`config.mk`:
```
export PLATFORM = sky130hd
export DESIGN_NAME = iomem_synth_regs
export DESIGN_NICKNAME = d
export VERILOG_FILES = /design/src/rtl/iomem_synth_regs_pkg.sv /design/src/rtl/iomem_synth_regs_fifo.sv /design/src/rtl/iomem_synth_regs.sv
export SDC_FILE = /design/constraint.sdc
export NUM_CORES = 1
export LEC_CHECK = 0
export CORE_MARGIN = 4
export CORE_UTILIZATION = 35
export CTS_CLUSTER_DIAMETER = 40
export DETAILED_ROUTE_END_ITERATION = 10
export GPL_TIMING_DRIVEN = 0
export RECOVER_POWER = 25
export SYNTH_ARGS = -nofsm -noshare
export SYNTH_HDL_FRONTEND = slang
export SYNTH_HIERARCHICAL = 1
export SYNTH_SLANG_ARGS = --single-unit
```
`constraint.sdc`:
```
create_clock -name clk -period 7.5 [get_ports clk]
set_clock_uncertainty 0.15 [all_clocks]
set_input_delay 2.25 -clock clk [delete_from_list [all_inputs] [get_ports clk]]
set_output_delay 2.25 -clock clk [all_outputs]
set_load 0.02 [all_outputs]
```
`src/rtl/iomem_synth_regs_pkg.sv`:
```
// Register map constants and strobe helpers for the synth iomem slave.
// Shared between the register block and anything that talks to it.
package iomem_synth_regs_pkg;

  localparam logic [7:0] OFF_CTRL   = 8'h00;
  localparam logic [7:0] OFF_STATUS = 8'h04;
  localparam logic [7:0] OFF_FIFO   = 8'h08;
  localparam logic [7:0] OFF_FREQ0  = 8'h10;

  localparam logic [5:0] WD_CTRL   = OFF_CTRL[7:2];
  localparam logic [5:0] WD_STATUS = OFF_STATUS[7:2];
  localparam logic [5:0] WD_FIFO   = OFF_FIFO[7:2];
  localparam logic [5:0] WD_FREQ0  = OFF_FREQ0[7:2];

  localparam int CT_SE    = 8;
  localparam int CT_TH    = 16;
  localparam int ST_FULL  = 12;
  localparam int ST_EMPTY = 13;
  localparam int ST_UNDER = 16;
  localparam int ST_OVER  = 17;

  function automatic logic [31:0] strb_mask(
    input logic [3:0] s
  );
    return {{8{s[3]}}, {8{s[2]}}, {8{s[1]}}, {8{s[0]}}};
  endfunction

  function automatic logic [31:0] strb_merge(
    input logic [31:0] old_v,
    input logic [31:0] new_v,
    input logic [3:0]  s
  );
    logic [31:0] m;
    m = strb_mask(s);
    return (old_v & ~m) | (new_v & m);
  endfunction

endpackage

```
`src/rtl/iomem_synth_regs_fifo.sv`:
```
// Sample FIFO with a registered read head; a pop on empty yields zero.
// Push while full is only taken when a pop frees a slot in the same cycle.
module sync_fifo #(
  parameter int WIDTH = 16,
  parameter int AW    = 4
) (
  input  logic             clk,
  input  logic             reset,
  input  logic             i_push,
  input  logic             i_pop,
  input  logic             i_flush,
  input  logic [WIDTH-1:0] i_wdata,
  output logic [WIDTH-1:0] o_rdata,
  output logic [AW:0]      o_level,
  output logic             o_full,
  output logic             o_empty
);

  localparam int DEPTH = 1 << AW;

  logic [WIDTH-1:0] r_mem [DEPTH];
  logic [AW-1:0]    r_wptr;
  logic [AW-1:0]    r_rptr;
  logic [AW:0]      r_level;
  logic [WIDTH-1:0] r_rdata;
  logic             w_do_push;
  logic             w_do_pop;

  assign o_full    = (r_level == (AW+1)'(DEPTH));
  assign o_empty   = (r_level == '0);
  assign o_level   = r_level;
  assign o_rdata   = r_rdata;
  assign w_do_pop  = i_pop & ~o_empty;
  assign w_do_push = i_push & (~o_full | i_pop);

  always_ff @(posedge clk) begin
    if (w_do_push && !i_flush)
      r_mem[r_wptr] <= i_wdata;
  end

  always_ff @(posedge clk or posedge reset) begin
    if (reset) begin
      r_wptr  <= '0;
      r_rptr  <= '0;
      r_level <= '0;
      r_rdata <= '0;
    end else if (i_flush) begin
      r_wptr  <= '0;
      r_rptr  <= '0;
      r_level <= '0;
      r_rdata <= '0;
    end else begin
      if (w_do_push)
        r_wptr <= r_wptr + AW'(1);
      if (i_pop)
        r_rdata <= o_empty ? '0 : r_mem[r_rptr];
      if (w_do_pop)
        r_rptr <= r_rptr + AW'(1);
      case ({w_do_push, w_do_pop})
        2'b10:   r_level <= r_level + (AW+1)'(1);
        2'b01:   r_level <= r_level - (AW+1)'(1);
        default: r_level <= r_level;
      endcase
    end
  end

endmodule

```
`src/rtl/iomem_synth_regs.sv`:
```
// picosoc iomem slave: oscillator freq/enable registers, DACLRC-drained
// sample FIFO for i2s streaming, sticky error flags and low-water IRQ.
module iomem_synth_regs
  import iomem_synth_regs_pkg::*;
#(
  parameter int         NUM_CH     = 4,
  parameter int         PHASE_SIZE = 32,
  parameter int         BITSIZE    = 16,
  parameter int         FIFO_AW    = 4,
  parameter logic [7:0] BASE       = 8'h04
) (
  input  logic                           clk,
  input  logic                           reset,
  input  logic                           iomem_valid,
  output logic                           iomem_ready,
  input  logic [3:0]                     iomem_wstrb,
  input  logic [31:0]                    iomem_addr,
  input  logic [31:0]                    iomem_wdata,
  output logic [31:0]                    iomem_rdata,
  input  logic                           lrclk,
  output logic [NUM_CH*PHASE_SIZE-1:0]   freq_flat,
  output logic [NUM_CH-1:0]              ch_enable,
  output logic                           stream_en,
  output logic [BITSIZE-1:0]             stream_sample,
  output logic                           irq
);

  logic                  r_ready;
  logic [31:0]           r_rdata;
  logic [NUM_CH-1:0]     r_ch_en;
  logic                  r_se;
  logic [7:0]            r_thresh;
  logic [PHASE_SIZE-1:0] r_freq [NUM_CH];
  logic [2:0]            r_sync;
  logic                  r_rise;
  logic                  r_under;
  logic                  r_over;
  logic                  r_irq;

  logic                  w_hit;
  logic                  w_wr;
  logic [5:0]            w_word;
  logic                  w_ctrl_wr;
  logic                  w_st_wr;
  logic                  w_se_nxt;
  logic                  w_flush;
  logic                  w_push;
  logic                  w_pop;
  logic                  w_clr_u;
  logic                  w_clr_o;
  logic [31:0]           w_rd;
  logic [BITSIZE-1:0]    w_head;
  logic [FIFO_AW:0]      w_level;
  logic                  w_full;
  logic                  w_empty;
  logic                  w_unused;

  assign w_hit  = iomem_valid & ~r_ready & (iomem_addr[31:24] == BASE);
  assign w_wr   = w_hit & (|iomem_wstrb);
  assign w_word = iomem_addr[7:2];

  assign w_ctrl_wr = w_wr & (w_word == WD_CTRL);
  assign w_st_wr   = w_wr & (w_word == WD_STATUS) & iomem_wstrb[2];
  assign w_push    = w_wr & (w_word == WD_FIFO);
  assign w_pop     = r_rise & r_se;
  assign w_clr_u   = w_st_wr & iomem_wdata[ST_UNDER];
  assign w_clr_o   = w_st_wr & iomem_wdata[ST_OVER];

  // Leaving streaming mode discards everything queued.
  assign w_se_nxt = (w_ctrl_wr & iomem_wstrb[1]) ? iomem_wdata[CT_SE] : r_se;
  assign w_flush  = r_se & ~w_se_nxt;

  assign w_unused = ^{iomem_addr[23:8], iomem_addr[1:0]};

  sync_fifo #(
    .WIDTH (BITSIZE),
    .AW    (FIFO_AW)
  ) u_fifo (
    .clk     (clk),
    .reset   (reset),
    .i_push  (w_push),
    .i_pop   (w_pop),
    .i_flush (w_flush),
    .i_wdata (iomem_wdata[BITSIZE-1:0]),
    .o_rdata (w_head),
    .o_level (w_level),
    .o_full  (w_full),
    .o_empty (w_empty)
  );

  always_comb begin
    w_rd = '0;
    case (w_word)
      WD_CTRL: begin
        w_rd[NUM_CH-1:0]  = r_ch_en;
        w_rd[CT_SE]       = r_se;
        w_rd[CT_TH +: 8]  = r_thresh;
      end
      WD_STATUS: begin
        w_rd[FIFO_AW:0]   = w_level;
        w_rd[ST_FULL]     = w_full;
        w_rd[ST_EMPTY]    = w_empty;
        w_rd[ST_UNDER]    = r_under;
        w_rd[ST_OVER]     = r_over;
      end
      default: w_rd = '0;
    endcase
    for (int i = 0; i < NUM_CH; i++)
      if (w_word == WD_FREQ0 + 6'(i))
        w_rd = 32'(r_freq[i]);
  end

  always_ff @(posedge clk or posedge reset) begin
    if (reset) begin
      r_ready  <= 1'b0;
      r_rdata  <= '0;
      r_ch_en  <= '0;
      r_se     <= 1'b0;
      r_thresh <= '0;
      r_sync   <= '0;
      r_rise   <= 1'b0;
      r_under  <= 1'b0;
      r_over   <= 1'b0;
      r_irq    <= 1'b0;
      for (int i = 0; i < NUM_CH; i++)
        r_freq[i] <= '0;
    end else begin
      r_ready <= w_hit;
      if (w_hit)
        r_rdata <= w_rd;
      // [0],[1] synchronise; [2] is the previous synchronised level.
      r_sync <= {r_sync[1:0], lrclk};
      r_rise <= r_sync[1] & ~r_sync[2];
      if (w_ctrl_wr) begin
        if (iomem_wstrb[0])
          r_ch_en <= iomem_wdata[NUM_CH-1:0];
        if (iomem_wstrb[1])
          r_se <= iomem_wdata[CT_SE];
        if (iomem_wstrb[2])
          r_thresh <= iomem_wdata[CT_TH +: 8];
      end
      for (int i = 0; i < NUM_CH; i++)
        if (w_wr && (w_word == WD_FREQ0 + 6'(i)))
          r_freq[i] <= PHASE_SIZE'(strb_merge(32'(r_freq[i]),
                                              iomem_wdata,
                                              iomem_wstrb));
      if (w_pop && w_empty)
        r_under <= 1'b1;
      else if (w_clr_u)
        r_under <= 1'b0;
      if (w_push && w_full && !w_pop)
        r_over <= 1'b1;
      else if (w_clr_o)
        r_over <= 1'b0;
      r_irq <= r_se & (32'(w_level) <= 32'(r_thresh));
    end
  end

  for (genvar g = 0; g < NUM_CH; g++) begin : g_freq
    assign freq_flat[g*PHASE_SIZE +: PHASE_SIZE] = r_freq[g];
  end

  assign iomem_ready   = r_ready;
  assign iomem_rdata   = r_rdata;
  assign ch_enable     = r_ch_en;
  assign stream_en     = r_se;
  assign stream_sample = w_head;
  assign irq           = r_irq;

endmodule

```
power_grid.png
Pins as bars on the die edge.
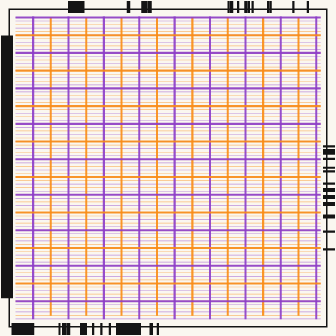
| net | color |
|---|---|
| VDD | orange |
| VSS | purple |
met4 straps: 17
rows: 85
met5 straps: 17
maximum VDD drop: 189 uV
Std-Cell Core Area: 54100 um2
Die W: 242 um
Die Span Y: 242 um

placement_by_type.png
Scale bar: 50 um.
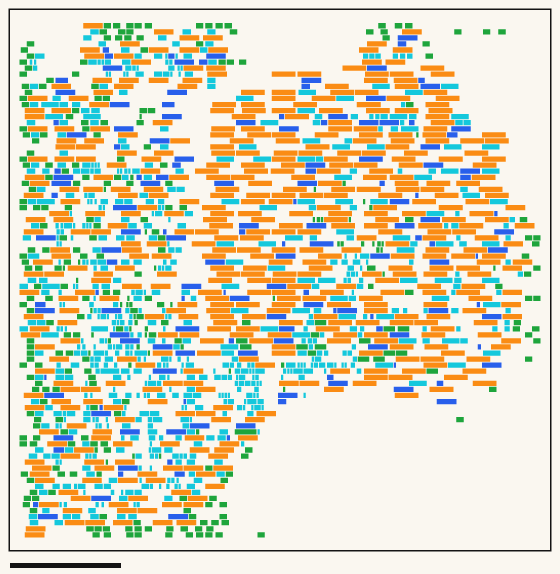
| class | color | cells | share of their area |
|---|---|---|---|
| clock drivers and dummy loads | blue | 143 | 11% |
| remaining buffers and delay cells | green | 309 | 12% |
| combinational and other logic | cyan | 650 | 25% |
| sequential cells | orange | 466 | 53% |

clk_routes.png
Scale bar: 50 um.
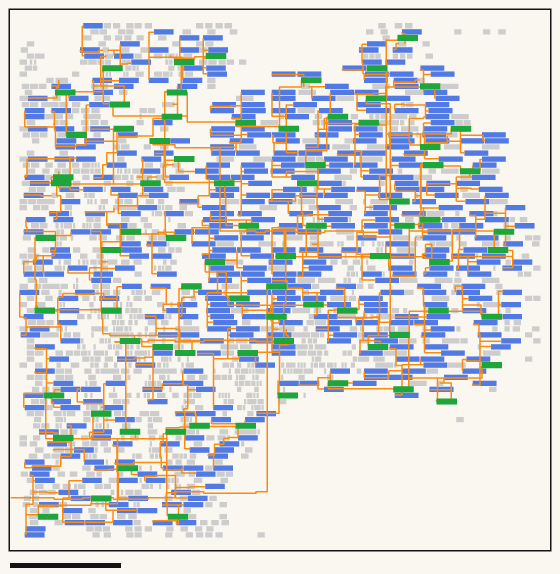
[flip-flops] blue | count: 466
[clock drivers] green | count: 78
[clock wires] orange | length: 6470 um
flops lie: all over the die
routed clock nets: 79

wires.png
Two of the layers only.
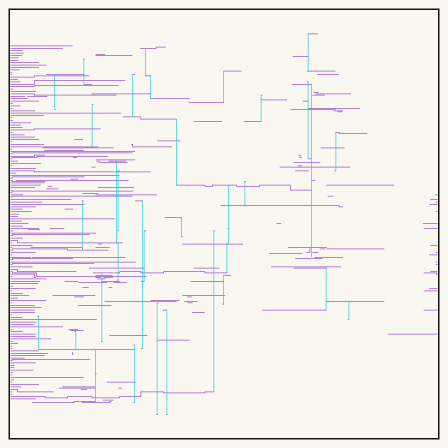
| layer | color | wire length |
|---|---|---|
| metal 3 | purple | 4960 um |
| metal 4 | cyan | 1070 um |

==> reports/metrics.yaml <==
status: "finished, violations left"
violations: "max-capacitance violations, max-slew violations"
place_hpwl_um: 39500
num_vias: 12000
drive_above_1_share_pct: 27.3
worstSetupStartpoint: "iomem_valid"
use_met3_pct: 7.18
path_clk_slew_ps: 50
fp_nets: 1259
rsz0062_at_grt: "no"
holdCritPathClass: "reg2reg"
setup_tns_ps: 0
final_util_pct: 46.9
crit_buf_inv: 3
logic_family: "multiplexers"
worstPathArrival_ps: 6420
route.layer.met1.wl_um: 22900
crit_type: "in2reg"
fin_crit_sh_pct: 81.6
numCtsBuffers: 78
slowest_stage: "nor3_1"
ys_sh_adder_pct: 0.781
ys_types: 64
maxCapViolations: 1
cts_tree: "yes"
ys_cells: 1175
max_slew.worst_pin.slew_ps: 3130
placed_area_um2: 22700
power_density_nw_per_um2: 254
ant_nets: 0
place.gp.congestion: 0.829
crit_chain: "clkdlybuf4s50_1 > nor4b_2 > nand4_2 > clkbuf_1 > nor3_1 > nand2b_1 > clkbuf_1 > a21o_1 > o21ai_0 > ha_1 > nor2_1 > a211oi_1 > o22ai_1 > mux2i_1 > o31ai_1"
slowest_delay_ps: 570
pre_cts_slack_ps: 732
warning_count: 49
ys_sh_xor_pct: 0.365
gr-max-usage-layer: "met2"
clkLatencyLatePin_ps: 600
fin_crit_ps: 6120
antenna_found_initial: 0
combGateArea_um2: 5990
synthCells: 1175
slew_violations: 67
power_mw: 6.46
cp-start-kind: "input port"
timing.hold.ws_ps: 218
postCtsSetupRepairBufs: 0
reg2reg_from: "iomem_ready"
==> layout by cell type, fill, tap and decap left out, drive strengths merged, types with 17 or more instances in the layout <==
cell	n
o22ai	17
buf	45
mux2i	51
dfrtp	210
clkbuf	123
edfxtp	256
mux4	70
inv	30
nand2	74
a21o	17
clkdlybuf4s50	219
o21ai	38
clkinv	20
nor2	70
mux2	146
==> path summary, 6_finish.rpt <==
path / endpoint / slack (ps) / depth (start not counted)
max: u_fifo/o_level[4] / 1380 / 15
min: r_sync[1] / 220 / 0
max reg2reg: u_fifo/o_level[4] / 3130 / 14
min reg2reg: r_sync[1] / 220 / 0
max in group asynchronous: asynchronous set/reset pin / 2740 / 3
min in group asynchronous: u_fifo/o_level[3] / 2400 / 2
==> final cells by class <==
class | count | area share, %
sequential | 466 | 51.0
multi-input combinational | 634 | 23.6
timing repair buffer | 250 | 10.2
clock buffer | 92 | 8.34
tap | 696 | 3.43
clock inverter | 51 | 2.12
buffer | 59 | 1.08
inverter | 16 | 0.242
==> worst register-to-register path, cell delays in order (launching register included) <==
cell      delay [ps]
dfrtp_1          400
nor4b_2          520
nand4_2          420
clkbuf_1         420
nor3_1           570
nand2b_1         170
clkbuf_1         310
a21o_1           220
o21ai_0          100
ha_1             230
nor2_1           150
a211oi_1          60
o22ai_1          200
mux2i_1          200
o31ai_1           80
==> where the power goes <==
part / total, mW / switching (mW) / internal, mW
Combinational: 0.168 / 0.114 / 0.0546
Clock: 3.56 / 1.33 / 2.23
Sequential: 2.73 / 0.00655 / 2.72
Total: 6.46 / 1.45 / 5.01
==> logic make-up after synthesis <==
| group | after synthesis |
|---|---|
| and+or+nand+nor | 213 |
| xor gates and xnor gates | 8 |
| buffers and inverters | 75 |
| DFF | 466 |
| muxes | 267 |
| adders and majority gates | 12 |
| AOI/OAI and AO/OA | 134 |
Power and IR drop assume default switching activity.
